==> src/rtl/exe_muldiv.sv <==
// Iterative RV64M multiply/divide unit for the execute stage.
// Multiplies by radix-2 shift-add and divides by radix-2 restoring
// shift-subtract. One iteration per cycle. Divide-by-zero and signed
// overflow are resolved directly from the operands without iterating.
module exe_muldiv #(
    parameter int XLEN   = 64,
    parameter int ITER_W = 7
) (
    input  logic            clk,
    input  logic            rst,
    input  logic            exe_flush,
    input  logic            start,
    input  logic [2:0]      funct3,
    input  logic            is_word,
    input  logic [XLEN-1:0] src1,
    input  logic [XLEN-1:0] src2,
    output logic            busy,
    output logic            result_valid,
    output logic [XLEN-1:0] result
);

    typedef enum logic [1:0] {
        ST_IDLE = 2'b00,
        ST_BUSY = 2'b01,
        ST_DONE = 2'b10
    } state_t;

    localparam logic [XLEN-1:0]   ZERO_X   = {XLEN{1'b0}};
    localparam logic [XLEN-1:0]   ONES_X   = {XLEN{1'b1}};
    localparam logic [XLEN-1:0]   MIN_X    = {1'b1, {(XLEN-1){1'b0}}};
    localparam logic [XLEN-1:0]   MIN_W    = {{(XLEN-31){1'b1}}, 31'b0};
    localparam logic [ITER_W-1:0] CNT_FULL = ITER_W'(XLEN);
    localparam logic [ITER_W-1:0] CNT_WORD = ITER_W'(XLEN/2);
    localparam logic [ITER_W-1:0] CNT_ONE  = ITER_W'(1);
    localparam logic [ITER_W-1:0] CNT_ZERO = ITER_W'(0);

    // Sign-extend the low 32 bits to the full datapath width.
    function automatic logic [XLEN-1:0] sext_word(input logic [XLEN-1:0] v);
        return {{(XLEN-32){v[31]}}, v[31:0]};
    endfunction

    // Zero-extend the low 32 bits to the full datapath width.
    function automatic logic [XLEN-1:0] zext_word(input logic [XLEN-1:0] v);
        return {{(XLEN-32){1'b0}}, v[31:0]};
    endfunction

    // State and datapath registers
    state_t              state_r;
    logic [ITER_W-1:0]   cnt_r;
    logic [2*XLEN-1:0]   acc_r;      // product / {remainder, quotient}
    logic [XLEN-1:0]     opb_r;      // multiplicand or divisor magnitude
    logic [2:0]          funct3_r;
    logic                word_r;
    logic                neg_r;      // final result must be negated

    // Operand preparation signals
    logic                signed1_s;
    logic                signed2_s;
    logic [XLEN-1:0]     op1_s;
    logic [XLEN-1:0]     op2_s;
    logic                neg1_s;
    logic                neg2_s;
    logic [XLEN-1:0]     mag1_s;
    logic [XLEN-1:0]     mag2_s;
    logic                is_div_s;
    logic                div_zero_s;
    logic                div_ovf_s;
    logic                special_s;
    logic [XLEN-1:0]     special_raw_s;
    logic [XLEN-1:0]     special_res_s;
    logic                start_neg_s;
    logic [2*XLEN-1:0]   init_acc_s;
    logic [XLEN-1:0]     init_opb_s;

    // Iteration and finalisation signals
    logic [XLEN:0]       sum_s;
    logic [XLEN:0]       trial_s;
    logic [2*XLEN-1:0]   acc_next_s;
    logic [2*XLEN-1:0]   prod_s;
    logic [XLEN-1:0]     quo_s;
    logic [XLEN-1:0]     quo_f_s;
    logic [XLEN-1:0]     rem_f_s;
    logic [XLEN-1:0]     final_raw_s;
    logic [XLEN-1:0]     final_s;

    // Decode operand signedness from funct3; MUL is treated as signed
    // because its low half is identical either way.
    always_comb begin
        signed1_s = 1'b0;
        signed2_s = 1'b0;
        case (funct3)
            3'b000, 3'b001, 3'b100, 3'b110: begin
                signed1_s = 1'b1;
                signed2_s = 1'b1;
            end
            3'b010: begin
                signed1_s = 1'b1;
                signed2_s = 1'b0;
            end
            default: begin
                signed1_s = 1'b0;
                signed2_s = 1'b0;
            end
        endcase
    end

    // Extend W operands, take magnitudes and record operand signs.
    always_comb begin
        if (is_word) begin
            op1_s = signed1_s ? sext_word(src1) : zext_word(src1);
            op2_s = signed2_s ? sext_word(src2) : zext_word(src2);
        end else begin
            op1_s = src1;
            op2_s = src2;
        end
        neg1_s = signed1_s & op1_s[XLEN-1];
        neg2_s = signed2_s & op2_s[XLEN-1];
        mag1_s = neg1_s ? (ZERO_X - op1_s) : op1_s;
        mag2_s = neg2_s ? (ZERO_X - op2_s) : op2_s;
    end

    // Detect divide special cases and form their results straight from the operands.
    always_comb begin
        is_div_s   = funct3[2];
        div_zero_s = is_div_s & (op2_s == ZERO_X);
        div_ovf_s  = is_div_s & ~funct3[0] & (op2_s == ONES_X) &
                     (op1_s == (is_word ? MIN_W : MIN_X));
        special_s  = div_zero_s | div_ovf_s;
        if (div_zero_s) begin
            special_raw_s = funct3[1] ? op1_s : ONES_X;
        end else if (div_ovf_s) begin
            special_raw_s = funct3[1] ? ZERO_X : op1_s;
        end else begin
            special_raw_s = ZERO_X;
        end
        special_res_s = is_word ? sext_word(special_raw_s) : special_raw_s;
    end

    // Choose the result sign and the initial accumulator layout for an iterative op.
    always_comb begin
        if (is_div_s) begin
            start_neg_s = funct3[1] ? neg1_s : (neg1_s ^ neg2_s);
            init_opb_s  = mag2_s;
            if (is_word) begin
                // Dividend sits at the top of the low half so 32 shifts consume it.
                init_acc_s = {ZERO_X, mag1_s[31:0], 32'b0};
            end else begin
                init_acc_s = {ZERO_X, mag1_s};
            end
        end else begin
            start_neg_s = neg1_s ^ neg2_s;
            init_opb_s  = mag1_s;
            init_acc_s  = {ZERO_X, mag2_s};
        end
    end

    // One radix-2 step: shift-add for multiply, restoring shift-subtract for divide.
    always_comb begin
        sum_s   = {1'b0, acc_r[2*XLEN-1:XLEN]} +
                  (acc_r[0] ? {1'b0, opb_r} : {(XLEN+1){1'b0}});
        trial_s = acc_r[2*XLEN-1:XLEN-1] - {1'b0, opb_r};
        if (funct3_r[2]) begin
            if (!trial_s[XLEN]) begin
                acc_next_s = {trial_s[XLEN-1:0], acc_r[XLEN-2:0], 1'b1};
            end else begin
                acc_next_s = {acc_r[2*XLEN-2:0], 1'b0};
            end
        end else begin
            acc_next_s = {sum_s, acc_r[XLEN-1:1]};
        end
    end

    // Apply sign correction and select the architectural result after the last step.
    always_comb begin
        prod_s  = neg_r ? ({(2*XLEN){1'b0}} - acc_next_s) : acc_next_s;
        quo_s   = word_r ? zext_word(acc_next_s[XLEN-1:0]) : acc_next_s[XLEN-1:0];
        quo_f_s = neg_r ? (ZERO_X - quo_s) : quo_s;
        rem_f_s = neg_r ? (ZERO_X - acc_next_s[2*XLEN-1:XLEN])
                        : acc_next_s[2*XLEN-1:XLEN];
        if (funct3_r[2]) begin
            final_raw_s = funct3_r[1] ? rem_f_s : quo_f_s;
        end else if (word_r) begin
            // 32 iterations leave the product shifted up by 32 bits.
            final_raw_s = {{(XLEN-32){1'b0}}, prod_s[63:32]};
        end else if (funct3_r[1:0] == 2'b00) begin
            final_raw_s = prod_s[XLEN-1:0];
        end else begin
            final_raw_s = prod_s[2*XLEN-1:XLEN];
        end
        final_s = word_r ? sext_word(final_raw_s) : final_raw_s;
    end

    // Control FSM with registered busy/result_valid/result; flush wins over start.
    always_ff @(posedge clk or negedge rst) begin
        if (!rst) begin
            state_r      <= ST_IDLE;
            cnt_r        <= CNT_ZERO;
            acc_r        <= {(2*XLEN){1'b0}};
            opb_r        <= ZERO_X;
            funct3_r     <= 3'b000;
            word_r       <= 1'b0;
            neg_r        <= 1'b0;
            busy         <= 1'b0;
            result_valid <= 1'b0;
            result       <= ZERO_X;
        end else if (exe_flush) begin
            state_r      <= ST_IDLE;
            cnt_r        <= CNT_ZERO;
            busy         <= 1'b0;
            result_valid <= 1'b0;
        end else begin
            case (state_r)
                ST_IDLE: begin
                    result_valid <= 1'b0;
                    if (start) begin
                        funct3_r <= funct3;
                        word_r   <= is_word;
                        neg_r    <= start_neg_s;
                        busy     <= 1'b1;
                        if (special_s) begin
                            result       <= special_res_s;
                            result_valid <= 1'b1;
                            state_r      <= ST_DONE;
                        end else begin
                            acc_r   <= init_acc_s;
                            opb_r   <= init_opb_s;
                            cnt_r   <= is_word ? CNT_WORD : CNT_FULL;
                            state_r <= ST_BUSY;
                        end
                    end else begin
                        busy <= 1'b0;
                    end
                end
                ST_BUSY: begin
                    acc_r <= acc_next_s;
                    cnt_r <= cnt_r - CNT_ONE;
                    if (cnt_r == CNT_ONE) begin
                        result       <= final_s;
                        result_valid <= 1'b1;
                        state_r      <= ST_DONE;
                    end
                end
                ST_DONE: begin
                    // The start still high here belongs to the completing op.
                    result_valid <= 1'b0;
                    busy         <= 1'b0;
                    state_r      <= ST_IDLE;
                end
                default: begin
                    state_r      <= ST_IDLE;
                    busy         <= 1'b0;
                    result_valid <= 1'b0;
                end
            endcase
        end
    end

endmodule
==> config.mk <==
export PLATFORM = sky130hd
export DESIGN_NAME = exe_muldiv
export DESIGN_NICKNAME = d
export VERILOG_FILES = /design/src/rtl/exe_muldiv.sv
export SDC_FILE = /design/constraint.sdc
export NUM_CORES = 2
export LEC_CHECK = 0
export CORE_MARGIN = 2
export CORE_UTILIZATION = 31
export CTS_BUF_LIST = sky130_fd_sc_hd__clkbuf_4 sky130_fd_sc_hd__clkbuf_8
export CTS_CLUSTER_SIZE = 12
export DETAILED_ROUTE_END_ITERATION = 6
export PLACE_DENSITY = 0.54
export RECOVER_POWER = 25
export SYNTH_ARGS = -nofsm -noshare
export SYNTH_HDL_FRONTEND = slang
export SYNTH_SLANG_ARGS = --single-unit
==> constraint.sdc <==
create_clock -name clk -period 8.85 [get_ports clk]
set_input_delay 2.2125 -clock clk [delete_from_list [all_inputs] [get_ports clk]]
set_output_delay 2.2125 -clock clk [all_outputs]
set_load 0.01 [all_outputs]
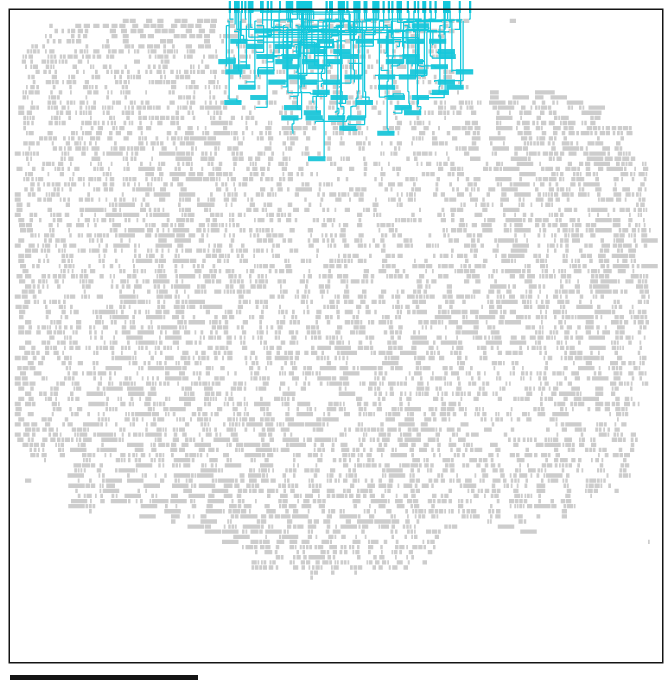
Figure 1: I/O nets highlighted.
The bar under the picture is 100 um long.
- cyan: result (bits 64; direction output; edge north; end cells 64; buffers 64; wire 3,900 um)

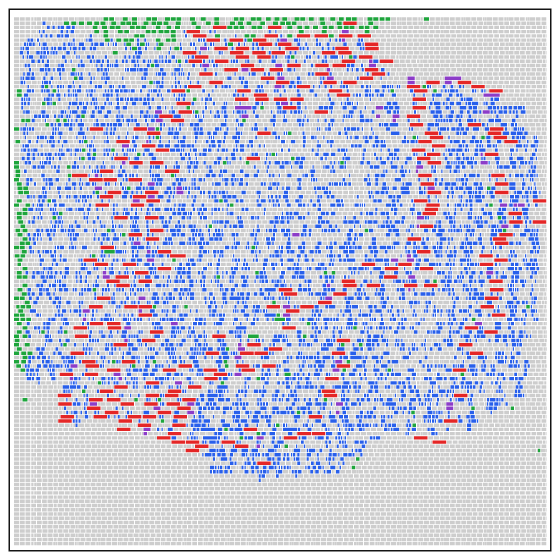
Figure 2: placement by cell class.
Fill, decap, tap and diode cells in gray.
- blue: combinational and other logic (cells 4,628)
- green: remaining buffers and delay cells (cells 317)
- purple: clock drivers and dummy loads (cells 97)
- red: sequential cells (cells 272)
fraction of area in registers: 16.6%
Site Rows: 125
final instance area: 41,100 um2
fin util: 35.3%
core area: 117,000 um2

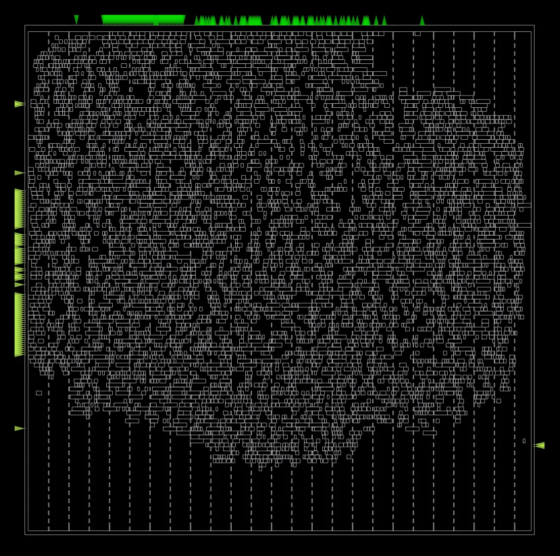
Figure 3: cell placement.
fillers: 12,722
seq_cells: 272
Layout Cells excl Fill: 6,840
Tapcells: 1,524

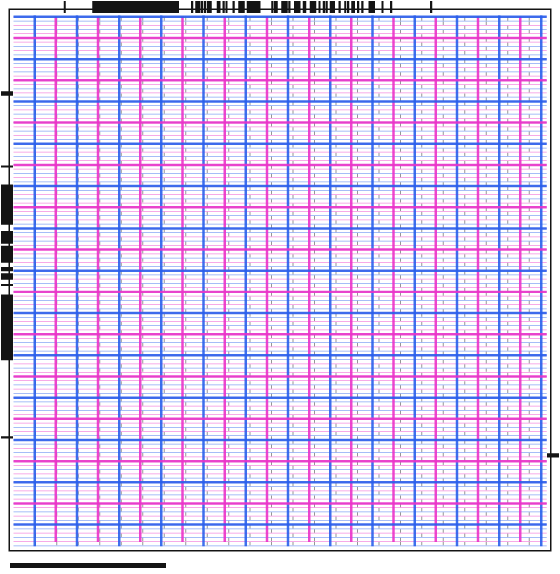
Figure 4: power grid.
The bar under the picture is 100 um long. Pins as bars on the die edge. Tap cells in gray.
- blue: VSS
- magenta: VDD
- met1 rails: 126
- rows: 125
- tap cells: 1,524
DIE HEIGHT: 347 um
maximum vdd drop: 172 uV
die width: 347 um

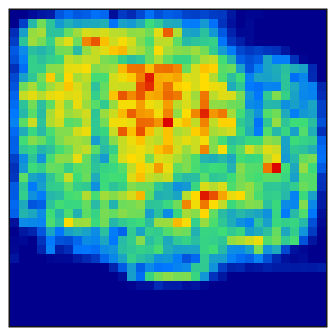
Figure 5: wiring heat map.
35 x 35 tiles, from dark blue (low) to red (high), scaled to the fullest tile. Values are wire area over tile area, all layers added.
- nearly empty tiles: 22%
- tiles over half the peak: 36%
- mean over tiles: 0.30
Total GRT Usage: 33.0%
Via Count: 43,756
DR WL/cell: 30.4 um
drt total wl: 208,000 um

==> summary.txt <==
yosys + openroad results -> gr busiest metal=met2, Worst Path Class, Setup=register to register, Max FO, Critical Path=14, ys flops=272, CTS Hold Buffers Added=0, hpwl dp=about 170,000 um, synthesized area per cell=roughly 7 um2, crit start category=register, fmax=119 MHz, GR Layer Usage met3=approximately 8.6%, Yosys top cell by area=dfrtp_1, status=complete, but fails checks, failing checks=max-capacitance violations, max-slew violations, ao+oa area frac=33.0%, smallest hold slack=between 0.4 and 0.5 ns, count of pins over their slew limit=205, period utilization=between 90% and 100%, CTS-repair resized insts=0, Slew @ Worst Pin=approximately 5 ns, cells in synth_stat.txt=5,260, M1 GR Usage=43.7%, RSZ-0062 raised after global routing=false, max_cap viols=2, Init Core Util=31.3%, ys async rst share=100%, Cells after DPL=roughly 6,700, mapped cell area=about 36,000 um2, routability cong.=around 1.1, drt drc=0, fraction of layout cells with a size suffix above 1=under 10%, count of tool warnings=34, grt ovf=0, DR vias/cell=between 6 and 7, initial antenna violation count=17, worst hold path type=register to register, CP endpoint=result[34], number of buffers added on ports=201, number of global-route vias before repair=39,977, setup TNS=0 ns, predominant post-synthesis flop cell=dfrtp_1, CP Data Arrival Time=~9 ns, First DRT Iteration DRCs=approximately 6,500, CTS Sinks=around 270, Fin. Hold Viols=0, htree depth=2, LEAKAGE=approximately 16 nW, WL met2=approximately 85,000 um
-- critical path, cell delays in order (launching register included) --
cell      delay (ns)
dfrtp_1         0.37
inv_1           0.14
ha_1            0.27
fa_1            0.41
nand2b_1        0.23
a21oi_1         0.44
o211ai_1        0.37
a211oi_4        0.67
o211ai_1        0.30
o211ai_4        0.19
nor2_1          0.24
a21oi_1         0.38
ha_1            0.35
o211ai_1        0.22
nor4b_1         0.46
nand2_1         0.19
or2_2           0.44
nor3_1          0.22
nand2_1         0.14
o21ai_0         0.38
nand3b_1        0.13
o21a_1          0.29
a21oi_1         0.46
nand2b_1        0.14
xnor2_1         0.44
nand2_1         0.12
a31oi_1         0.20
-- Yosys cell counts (98+ instances only) --
| library cell | n |
|---|---|
| nand3_1 | 109 |
| mux2i_1 | 98 |
| xnor2_1 | 185 |
| clkbuf_1 | 285 |
| ha_1 | 135 |
| o21ai_0 | 566 |
| nor2_1 | 552 |
| xor2_1 | 153 |
| a21oi_1 | 535 |
| nor3_1 | 146 |
| nand2_1 | 590 |
| inv_1 | 165 |
| nand4_1 | 98 |
| dfrtp_1 | 272 |
-- report_power, final --
| part | internal [mW] | leakage (nW) | switching [mW] | total [mW] |
|---|---|---|---|---|
| Sequential | 1.65 | 3.45 | 0.593 | 2.24 |
| Clock | 0.843 | 0.637 | 0.673 | 1.52 |
| Combinational | 3.51 | 12.0 | 7.64 | 11.1 |
-- worst min-delay path by stage --
stage / cells after the start / slack (ns) / endpoint / start
floorplan: 2 / 0.46 / opb_r[34] / opb_r[34]
global placement: 2 / 0.47 / result[37] / result[37]
detailed placement: 2 / 0.47 / result[37] / result[37]
CTS: 2 / 0.49 / result[37] / result[37]
global route: 2 / 0.51 / result[14] / result[14]
finish: 2 / 0.49 / result[37] / result[37]
-- placed cells by master, fill, tap and decap left out, drive strengths merged, types with 18 or more instances in the layout --
cell type / Yosys / routed
nand2: 592 / 592
o21ai: 584 / 584
nor2: 552 / 552
a21oi: 536 / 536
dfrtp: 272 / 272
clkdlybuf4s50: 0 / 198
xnor2: 185 / 185
inv: 166 / 170
xor2: 153 / 153
nor3: 151 / 151
ha: 135 / 135
buf: 74 / 116
nand3: 111 / 111
nand4: 99 / 99
mux2i: 98 / 98
and2: 93 / 93
clkbuf: 286 / 86
a31oi: 85 / 85
o211ai: 70 / 70
nor4: 70 / 70
a211oi: 65 / 65
a21o: 63 / 63
or3: 59 / 59
o31ai: 51 / 51
mux2: 44 / 44
o221ai: 37 / 37
o21a: 36 / 36
a22o: 35 / 35
or4: 34 / 34
or2: 32 / 32
nand2b: 31 / 31
a311oi: 31 / 31
o22ai: 30 / 30
and3: 25 / 25
a211o: 25 / 25
a221oi: 25 / 25
o21bai: 24 / 24
a2111oi: 24 / 24
a21boi: 18 / 18
o41ai: 18 / 18
-- sequential cells by signal (all words and copies together), names as in the netlist, 2 cells and up --
name,flops
result,64
state_r,2
cnt_r,7
acc_r,128
opb_r,64
funct3_r,3
-- cell type report --
cell class,count,area [um2]
antenna,2,5.00
clock buffer,84,1050
clock inverter,13,159
fill,12722,75400
inverter,168,631
multi-input combinational,4460,27600
sequential,272,6820
tap,1524,1910
timing repair buffer,317,2910
Power is estimated from default activity; no workload was simulated.
